$ cat src/rtl/pwm_multi_ramp_pkg.sv
// Build defaults, brightness-window helpers and shared types for pwm_multi_ramp.
// The top module additionally honours the optional macro PWM_PHASE_STAGGER_EN.
`ifndef BRIGHTNESS_WIDTH
`define BRIGHTNESS_WIDTH 8
`endif
`ifndef LED_MIN_BRIGHTNESS
`define LED_MIN_BRIGHTNESS 10
`endif
`ifndef LED_MAX_BRIGHTNESS
`define LED_MAX_BRIGHTNESS 90
`endif
`ifndef PWM_CHANNELS
`define PWM_CHANNELS 4
`endif
`ifndef PWM_BR_BOUND
`define PWM_BR_BOUND(w, pct) ((((1 << (w)) - 1) * (pct)) / 100)
`endif

package pwm_multi_ramp_pkg;

    typedef enum logic [1:0] {
        RAMP_HOLD,
        RAMP_UP,
        RAMP_DOWN
    } ramp_dir_t;

    // Clamp bound in counts: full scale times percent, truncated.
    function automatic int br_bound(input int width, input int pct);
        return `PWM_BR_BOUND(width, pct);
    endfunction

endpackage

$ cat src/rtl/pwm_ramp_ch.sv
// One PWM channel: target clamp, per-period ramp toward target, duty register,
// settled flag and registered duty comparator.
module pwm_ramp_ch
    import pwm_multi_ramp_pkg::*;
#(
    parameter int              WIDTH  = 8,
    parameter logic [WIDTH-1:0] BR_MIN = '0,
    parameter logic [WIDTH-1:0] BR_MAX = '1
) (
    input  logic             clk,
    input  logic             rst,
    input  logic             enb,
    input  logic             boundary,
    input  logic [WIDTH-1:0] cnt_cmp,
    input  logic [WIDTH-1:0] target,
    input  logic             ramp_en,
    input  logic [WIDTH-1:0] step,
    output logic             pwm,
    output logic [WIDTH-1:0] duty,
    output logic             settled
);

    logic [WIDTH-1:0] tc;
    logic [WIDTH-1:0] step_eff;
    logic [WIDTH-1:0] duty_next;
    logic [WIDTH:0]   gap;
    ramp_dir_t        dir;

    always_comb begin
        tc = target;
        if (tc < BR_MIN) tc = BR_MIN;
        if (tc > BR_MAX) tc = BR_MAX;

        // A zero step would stall the fade forever, so it behaves as one count.
        step_eff = (step == '0) ? WIDTH'(1) : step;

        dir = RAMP_HOLD;
        gap = '0;
        if (duty < tc) begin
            dir = RAMP_UP;
            gap = {1'b0, tc} - {1'b0, duty};
        end else if (duty > tc) begin
            dir = RAMP_DOWN;
            gap = {1'b0, duty} - {1'b0, tc};
        end

        duty_next = duty;
        if (boundary) begin
            if (!ramp_en) begin
                duty_next = tc;
            end else begin
                case (dir)
                    RAMP_UP:   duty_next = (gap > {1'b0, step_eff}) ? duty + step_eff : tc;
                    RAMP_DOWN: duty_next = (gap > {1'b0, step_eff}) ? duty - step_eff : tc;
                    default:   duty_next = duty;
                endcase
            end
        end
    end

    // Comparator uses the values being registered this edge, so a new duty
    // is visible from count 0 of the new period.
    always_ff @(posedge clk or posedge rst) begin
        if (rst) begin
            duty    <= '0;
            pwm     <= 1'b0;
            settled <= 1'b0;
        end else begin
            duty    <= duty_next;
            pwm     <= enb && (cnt_cmp < duty_next);
            settled <= (duty == tc);
        end
    end

endmodule

$ cat src/rtl/pwm_multi_ramp.sv
// Multi-channel PWM with shared period counter and per-channel clamped, ramped duty.
// Optional macro PWM_PHASE_STAGGER_EN offsets each channel's compare phase by k*(2**WIDTH/CH).
module pwm_multi_ramp
    import pwm_multi_ramp_pkg::*;
#(
    parameter int CH      = `PWM_CHANNELS,
    parameter int WIDTH   = `BRIGHTNESS_WIDTH,
    parameter int MIN_PCT = `LED_MIN_BRIGHTNESS,
    parameter int MAX_PCT = `LED_MAX_BRIGHTNESS
) (
    input  logic                sysclk,
    input  logic                i_rst,
    input  logic                i_enb,
    input  logic [CH*WIDTH-1:0] i_target,
    input  logic [CH-1:0]       i_ramp_en,
    input  logic [WIDTH-1:0]    i_step,
    output logic [CH-1:0]       o_pwm,
    output logic [WIDTH-1:0]    o_cnt,
    output logic [CH*WIDTH-1:0] o_duty,
    output logic [CH-1:0]       o_settled
);

    localparam logic [WIDTH-1:0] CNT_MAX = '1;
    localparam logic [WIDTH-1:0] BR_MIN  = WIDTH'(br_bound(WIDTH, MIN_PCT));
    localparam logic [WIDTH-1:0] BR_MAX  = WIDTH'(br_bound(WIDTH, MAX_PCT));

    logic [WIDTH-1:0] cnt;
    logic [WIDTH-1:0] cnt_next;
    logic             boundary;

    always_comb begin
        boundary = i_enb && (cnt == CNT_MAX);
        cnt_next = i_enb ? cnt + WIDTH'(1) : CNT_MAX;
    end

    // Parking at full scale while disabled makes the first enabled cycle a boundary.
    always_ff @(posedge sysclk or posedge i_rst) begin
        if (i_rst) begin
            cnt <= CNT_MAX;
        end else begin
            cnt <= cnt_next;
        end
    end

    assign o_cnt = cnt;

    for (genvar k = 0; k < CH; k++) begin : g_ch
        logic [WIDTH-1:0] ph_next;

`ifdef PWM_PHASE_STAGGER_EN
        localparam logic [WIDTH-1:0] PH_OFFSET = WIDTH'(k * ((2 ** WIDTH) / CH));
        assign ph_next = cnt_next + PH_OFFSET;
`else
        assign ph_next = cnt_next;
`endif

        pwm_ramp_ch #(
            .WIDTH  (WIDTH),
            .BR_MIN (BR_MIN),
            .BR_MAX (BR_MAX)
        ) u_ch (
            .clk      (sysclk),
            .rst      (i_rst),
            .enb      (i_enb),
            .boundary (boundary),
            .cnt_cmp  (ph_next),
            .target   (i_target[k*WIDTH +: WIDTH]),
            .ramp_en  (i_ramp_en[k]),
            .step     (i_step),
            .pwm      (o_pwm[k]),
            .duty     (o_duty[k*WIDTH +: WIDTH]),
            .settled  (o_settled[k])
        );
    end

endmodule

$ cat config.mk
export PLATFORM = sky130hd
export DESIGN_NAME = pwm_multi_ramp
export DESIGN_NICKNAME = d
export VERILOG_FILES = /design/src/rtl/pwm_multi_ramp_pkg.sv /design/src/rtl/pwm_ramp_ch.sv /design/src/rtl/pwm_multi_ramp.sv
export SDC_FILE = /design/constraint.sdc
export NUM_CORES = 1
export LEC_CHECK = 0
export ABC_CLOCK_PERIOD_IN_PS = 5310
export CORE_MARGIN = 2
export CORE_UTILIZATION = 35
export CTS_CLUSTER_DIAMETER = 120
export CTS_CLUSTER_SIZE = 40
export DETAILED_ROUTE_END_ITERATION = 10
export GPL_TIMING_DRIVEN = 0
export HOLD_SLACK_MARGIN = 0.03
export PLACE_DENSITY = 0.6
export SETUP_SLACK_MARGIN = 0.2
export SKIP_CTS_REPAIR_TIMING = 1
export SLEW_MARGIN = 20
export SYNTH_ARGS = -nofsm -noshare
export SYNTH_HDL_FRONTEND = slang
export SYNTH_SLANG_ARGS = --single-unit
export TNS_END_PERCENT = 100
$ cat constraint.sdc
create_clock -name sysclk -period 5.31 [get_ports sysclk]
set_input_delay 1.593 -clock sysclk [delete_from_list [all_inputs] [get_ports sysclk]]
set_output_delay 1.593 -clock sysclk [all_outputs]
set_load 0.02 [all_outputs]
### Cell sizes after repair, run 1

Bar = 50 um.
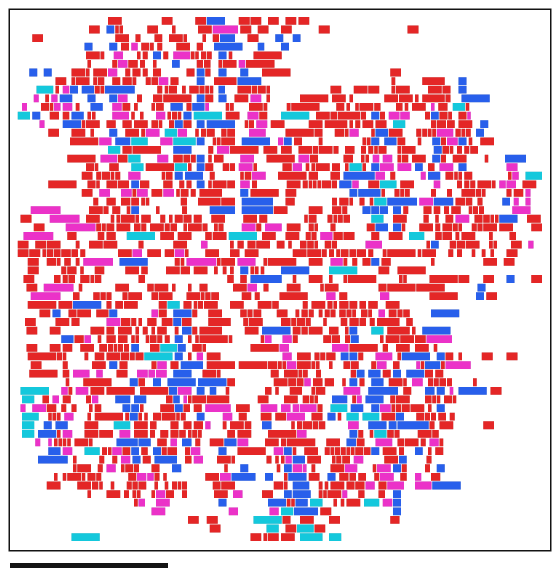
| size | color | cells |
|---|---|---|
| x3 and x4 | blue | 199 |
| x6 and larger | cyan | 46 |
| x2 | magenta | 175 |
| x1 and smaller | red | 1073 |
Area growth, synth to finish: 40.4%
Non-Clock Buffer Count: 264

### Placement by cell class, run 1

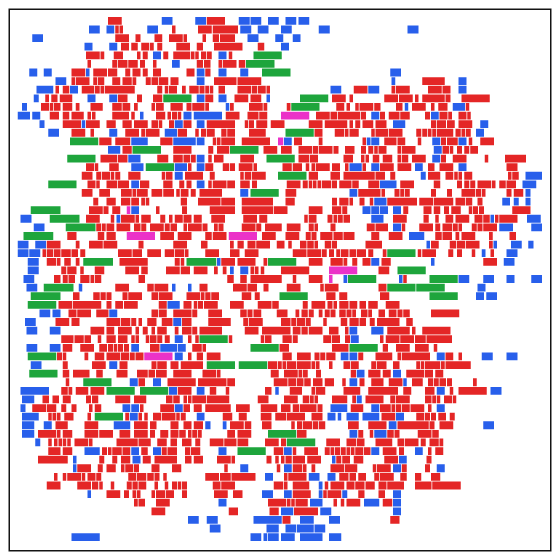
| class | color | cells | share of their area |
|---|---|---|---|
| registers | green | 48 | 9.2% |
| clock drivers and dummy loads | magenta | 8 | 1.0% |
| remaining logic cells | red | 1173 | 73% |
| remaining buffers and delay cells | blue | 264 | 17% |

### Sequential cells colored by netlist name, run 1

Bar = 50 um. Other sequential cells in the stronger gray, the rest of the logic in the fainter gray.
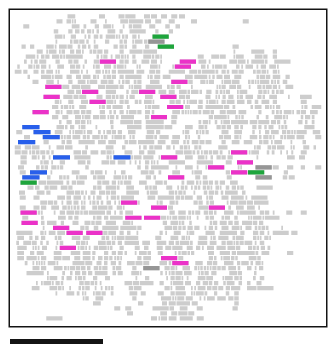
| name in the netlist | color | sequential cells |
|---|---|---|
| g_ch.u_ch.pwm | green | 4 |
| g_ch.u_ch.duty | magenta | 32 |
| o_cnt | blue | 8 |
fin util: 49.6%
sequential cell area share: 8.86%
sequential-cell power consumption: 0.000836 W

==> impl.org, run 1 <==
#+TITLE: Implementation results

** Run status
- The run finished, with violations left.
- Failing checks :: setup timing

** Critical path
- The critical path is of the input pin to register type.
- Along the critical path, the tally of buffer and inverter instances is 4.
- The cell family contributing the most delay on the critical path is AND-OR/OR-AND gates.
- Required time of the critical path :: 5480 ps
- In this run the worst path has a maximum fanout of 5.
- The endpoint identified for the worst register-to-register timing path is g_ch[1].u_ch.pwm.
- STA classifies the critical path endpoint as a register.

** Final timing
- Hold Violations, Final :: 0
- Setup-failing EPs final :: 35
- Final-report max-slew violation count :: 0
- Crit path time final :: 6950 ps
- In the post-route analysis, the smallest setup slack over all paths is -1640 ps.

** Floorplan
- The floorplan step defined a core boundary enclosing 0.0276 mm2.
- From bottom edge to top edge, the die measures 171 um.
- Die outline width :: 171 um

** Synth
- Async set-or-reset flop fraction in the synthesized netlist :: 100%
- After technology mapping, the gate count stands at 1288.
- The Yosys step of the flow raised 0 warnings.
- In the Yosys report the total cell count is 1288.
- Area fraction in and, or, nand and nor cells after synthesis :: 17.8%
- XOR/XNOR Area Share :: 2.07%
- Average footprint of a synthesized cell :: 7.55 um2
- Multiplexer share of the synthesized area :: 0.643%

** Final layout
- In the final layout, flip-flops and latches occupy 0.00121 mm2.
- The number of antenna diodes in the final layout is 0.
- Number of nets in the finished design :: 1736

** Routing
- The violation tally recorded at the end of detailed-routing iteration 0 is 812.
- Via-per-instance ratio :: 5.70
- Router iterations before antenna repair :: 5

** Global routing
- GR Overflow Total :: 0
- First-pass GRT wire length :: 51900 um

** Min path
- Hold analysis lists the worst path endpoint as g_ch[1].u_ch.duty[6].
- Path type of the worst min-delay path :: register to register
- The startpoint identified for the worst hold timing path is g_ch[1].u_ch.duty[6].

** Placed design
- Setup slack on the worst path after placement came out at -3120 ps.

** Power
- Reported net switching power :: 0.00449 W
- The share of total power dissipated in sequential elements is 9.5%.
==> run 1: flip-flops by register name, indices dropped and copies added (netlist names) <==
register	count
g_ch.u_ch.settled	4
g_ch.u_ch.pwm	4
g_ch.u_ch.duty	32
o_cnt	8
==> run 1: power by group through the flow <==
stage          Clock [W]  Sequential [W]  Combinational [W]
5_1_grt         0.000351        0.000866            0.00829
6_report        0.000334        0.000836            0.00760
2_1_floorplan          0        0.000871            0.00434
4_1_cts         0.000337        0.000825            0.00595
3_3_place_gp           0        0.000832            0.00583
3_5_place_dp           0        0.000831            0.00592
==> run 1: layer usage <==
metal / GRT usage, % / share of wire [%]
met5: 0 / 0
met4: 5.13 / 2.3
met3: 2.98 / 5.4
met2: 36.4 / 46
met1: 32.0 / 46
==> run 1: cell usage in the layout, fill, tap and decap left out, types with 35 or more instances in the layout <==
master	instances
sky130_fd_sc_hd__buf_4	107
sky130_fd_sc_hd__a21o_1	51
sky130_fd_sc_hd__dfrtp_1	40
sky130_fd_sc_hd__nand2_1	74
sky130_fd_sc_hd__o21ai_0	44
sky130_fd_sc_hd__a21oi_2	35
sky130_fd_sc_hd__inv_1	101
sky130_fd_sc_hd__nor2_1	77
sky130_fd_sc_hd__clkdlybuf4s50_1	61
sky130_fd_sc_hd__a21oi_1	98
sky130_fd_sc_hd__ha_1	164
==> run 1: stage by stage <==
stage,total power [W],instances
after floorplan,0.00521,1288
after global placement,0.00666,1755
after detailed placement,0.00675,1755
after CTS,0.00711,1763
after global routing,0.00951,1871
final,0.00877,1871
==> run 1: area by class of cell <==
class	count	share of cell area [%]
multi-input cells	1059	66.8
repair buffers	196	12.9
flip-flops and latches	48	8.86
plain buffers	68	3.80
well taps	378	3.46
inverters	114	3.23
clock buffers	7	0.971
clock inverters	1	0.0366
### The clock network, run 1

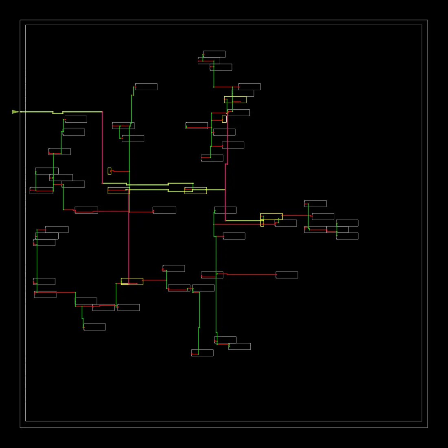

==> run 2, diff against run 1 <==
Settings changed: GPL_TIMING_DRIVEN 0 to 1, SYNTH_HIERARCHICAL set to 1.
### The clock network, run 2

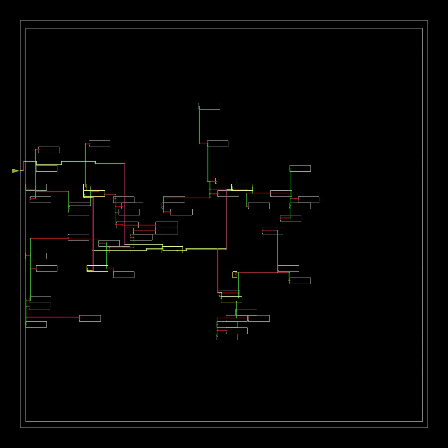
insertion delay of the later-clocked pin in the worst-skew pair: 300 ps
number of sinks driven by the clock tree: 48
num sequential: 48
clock buffers created by TritonCTS: 5
clock network power: 0.000319 W

==> impl.org, run 2 <==
#+TITLE: Implementation results

** Critical path
- Required time of the critical path :: 5530 ps (+50 ps)
- Critical path class :: input pin to register

** Final layout
- Number of nets in the finished design :: 2136 (+23%)
- Area growth, synth to finish :: 63.9%
- The end-of-flow core utilization came to 58.2% (+8.6 points).
- Seq. cell area :: 0.00121 mm2 (unchanged)
- g_ch.u_ch/duty holds more flip-flops than any other register.
- The number of flip-flops in the largest register came to 32 (unchanged).
- The number of antenna cells inserted is 0 (unchanged).
- The top cell types in the final layout, fill and taps aside, are sky130_fd_sc_hd__buf_4 (438), sky130_fd_sc_hd__inv_1 (146), sky130_fd_sc_hd__ha_1 (146).

** Final timing
- The count of endpoints failing setup in the final report is 27 (-23%).
- The final critical-path required period was 6540 ps (-406 ps).
- Smallest hold slack :: 734 ps
- The hold violation total from the final report is 0 (unchanged).
- Final-report max-slew violation count :: 0 (unchanged)
- Crit path setup slack, layout :: -1230 ps (+406 ps)

** Floorplan
- The die width was 177 um (+3.9%).
- Core region area :: 0.0296 mm2 (+7.6%)

** Synth
- Area fraction in and, or, nand and nor cells after synthesis :: 18.7% (+0.90 points)
- The share of the synthesized netlist area taken by xor and xnor gates was 1.75% (-0.32 points).
- Number of warnings reported in the yosys synthesis log :: 6 (+6)
- The average size of a mapped cell is 7.65 um2 (+1.2%).
- The mux cell area share after synthesis is 1.96% (+1.3 points).
- The number of cells produced by synthesis came to 1377 (+6.9%).
- Async set-or-reset flop fraction in the synthesized netlist :: 100% (unchanged)

** Placed design
- The number of placed instances with taps included came to 2207 (+26%).

** Global routing
- The global-route wire length before repair was 61100 um (+18%).
- The final global-route overflow total was 0 (unchanged).

** Run status
- The final reports fail on setup timing.
- The run finished, with violations left.

** Routing
- The ratio of routed vias to standard cells is 5.52 (-3.1%).
- The violation tally from detailed-route iteration zero is 820 (+0.99%).
- The iteration count of the initial detailed-routing pass is 5 (unchanged).
### Sequential cells colored by netlist name, run 2

Bar = 50 um. Other sequential cells in the stronger gray, the rest of the logic in the fainter gray.
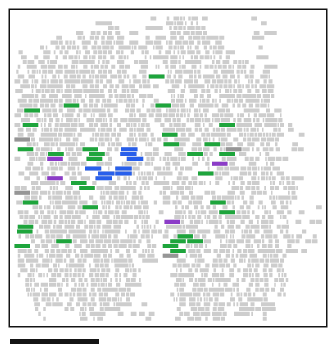
| name in the netlist | color | sequential cells |
|---|---|---|
| g_ch.u_ch/pwm | purple | 4 |
| o_cnt | blue | 8 |
| g_ch.u_ch/duty | green | 32 |
not colored: 4

run 2: final timing paths:
kind | end | slack [ps] | startpoint
min | g_ch[1].u_ch/duty[2] | 730 | g_ch[1].u_ch/duty[2]
min in group asynchronous | g_ch[0].u_ch/duty[4] | 1830 | i_rst
min reg2reg | g_ch[1].u_ch/duty[2] | 730 | g_ch[1].u_ch/duty[2]
max | g_ch[3].u_ch/pwm | -1230 | i_target[29]
max reg2reg | g_ch[3].u_ch/pwm | 130 | g_ch[3].u_ch/duty[5]
max in group asynchronous | g_ch[3].u_ch/pwm | 3150 | i_rst
run 2: worst max-delay path: cells and delay by family:
kind / cells / cell delay [ps]
fa+ha+maj: 3 / 900
buf+inv: 6 / 730
simple gates: 4 / 790
compound gates: 16 / 2720
run 2: final cells by class:
cell class | instances | area share, %
Multi-Input combinational cell | 1095 | 58.0
Timing Repair Buffer | 582 | 27.8
Inverter | 160 | 3.52
Tap cell | 390 | 2.83
Sequential cell | 48 | 7.02
Clock inverter | 1 | 0.0290
Clock buffer | 6 | 0.747
run 2: kinds of logic after synthesis:
family / after synthesis
xor gates and xnor gates: 21
AOI/OAI and AO/OA: 469
and+or+nand+nor: 388
DFF: 48
adders and majority gates: 197
muxes: 20
buffers and inverters: 234
run 2: layer usage:
layer | global-route usage, % | part of all wire, % | vias to the layer above
met4 | 7.04 | 3.1 | 0
met1 | 32.8 | 44 | 6073
met2 | 41.1 | 48 | 353
met3 | 2.12 | 4.4 | 91
li1 | - | - | 6082
met5 | 0 | 0 | -
run 2: power breakdown:
group | internal [W] | switching [W]
registers | 0.000515 | 0.000195
logic | 0.00480 | 0.00495
clock network | 0.000172 | 0.000147
total | 0.00549 | 0.00529
No activity file was given, so power comes from the tool's default toggle rates.
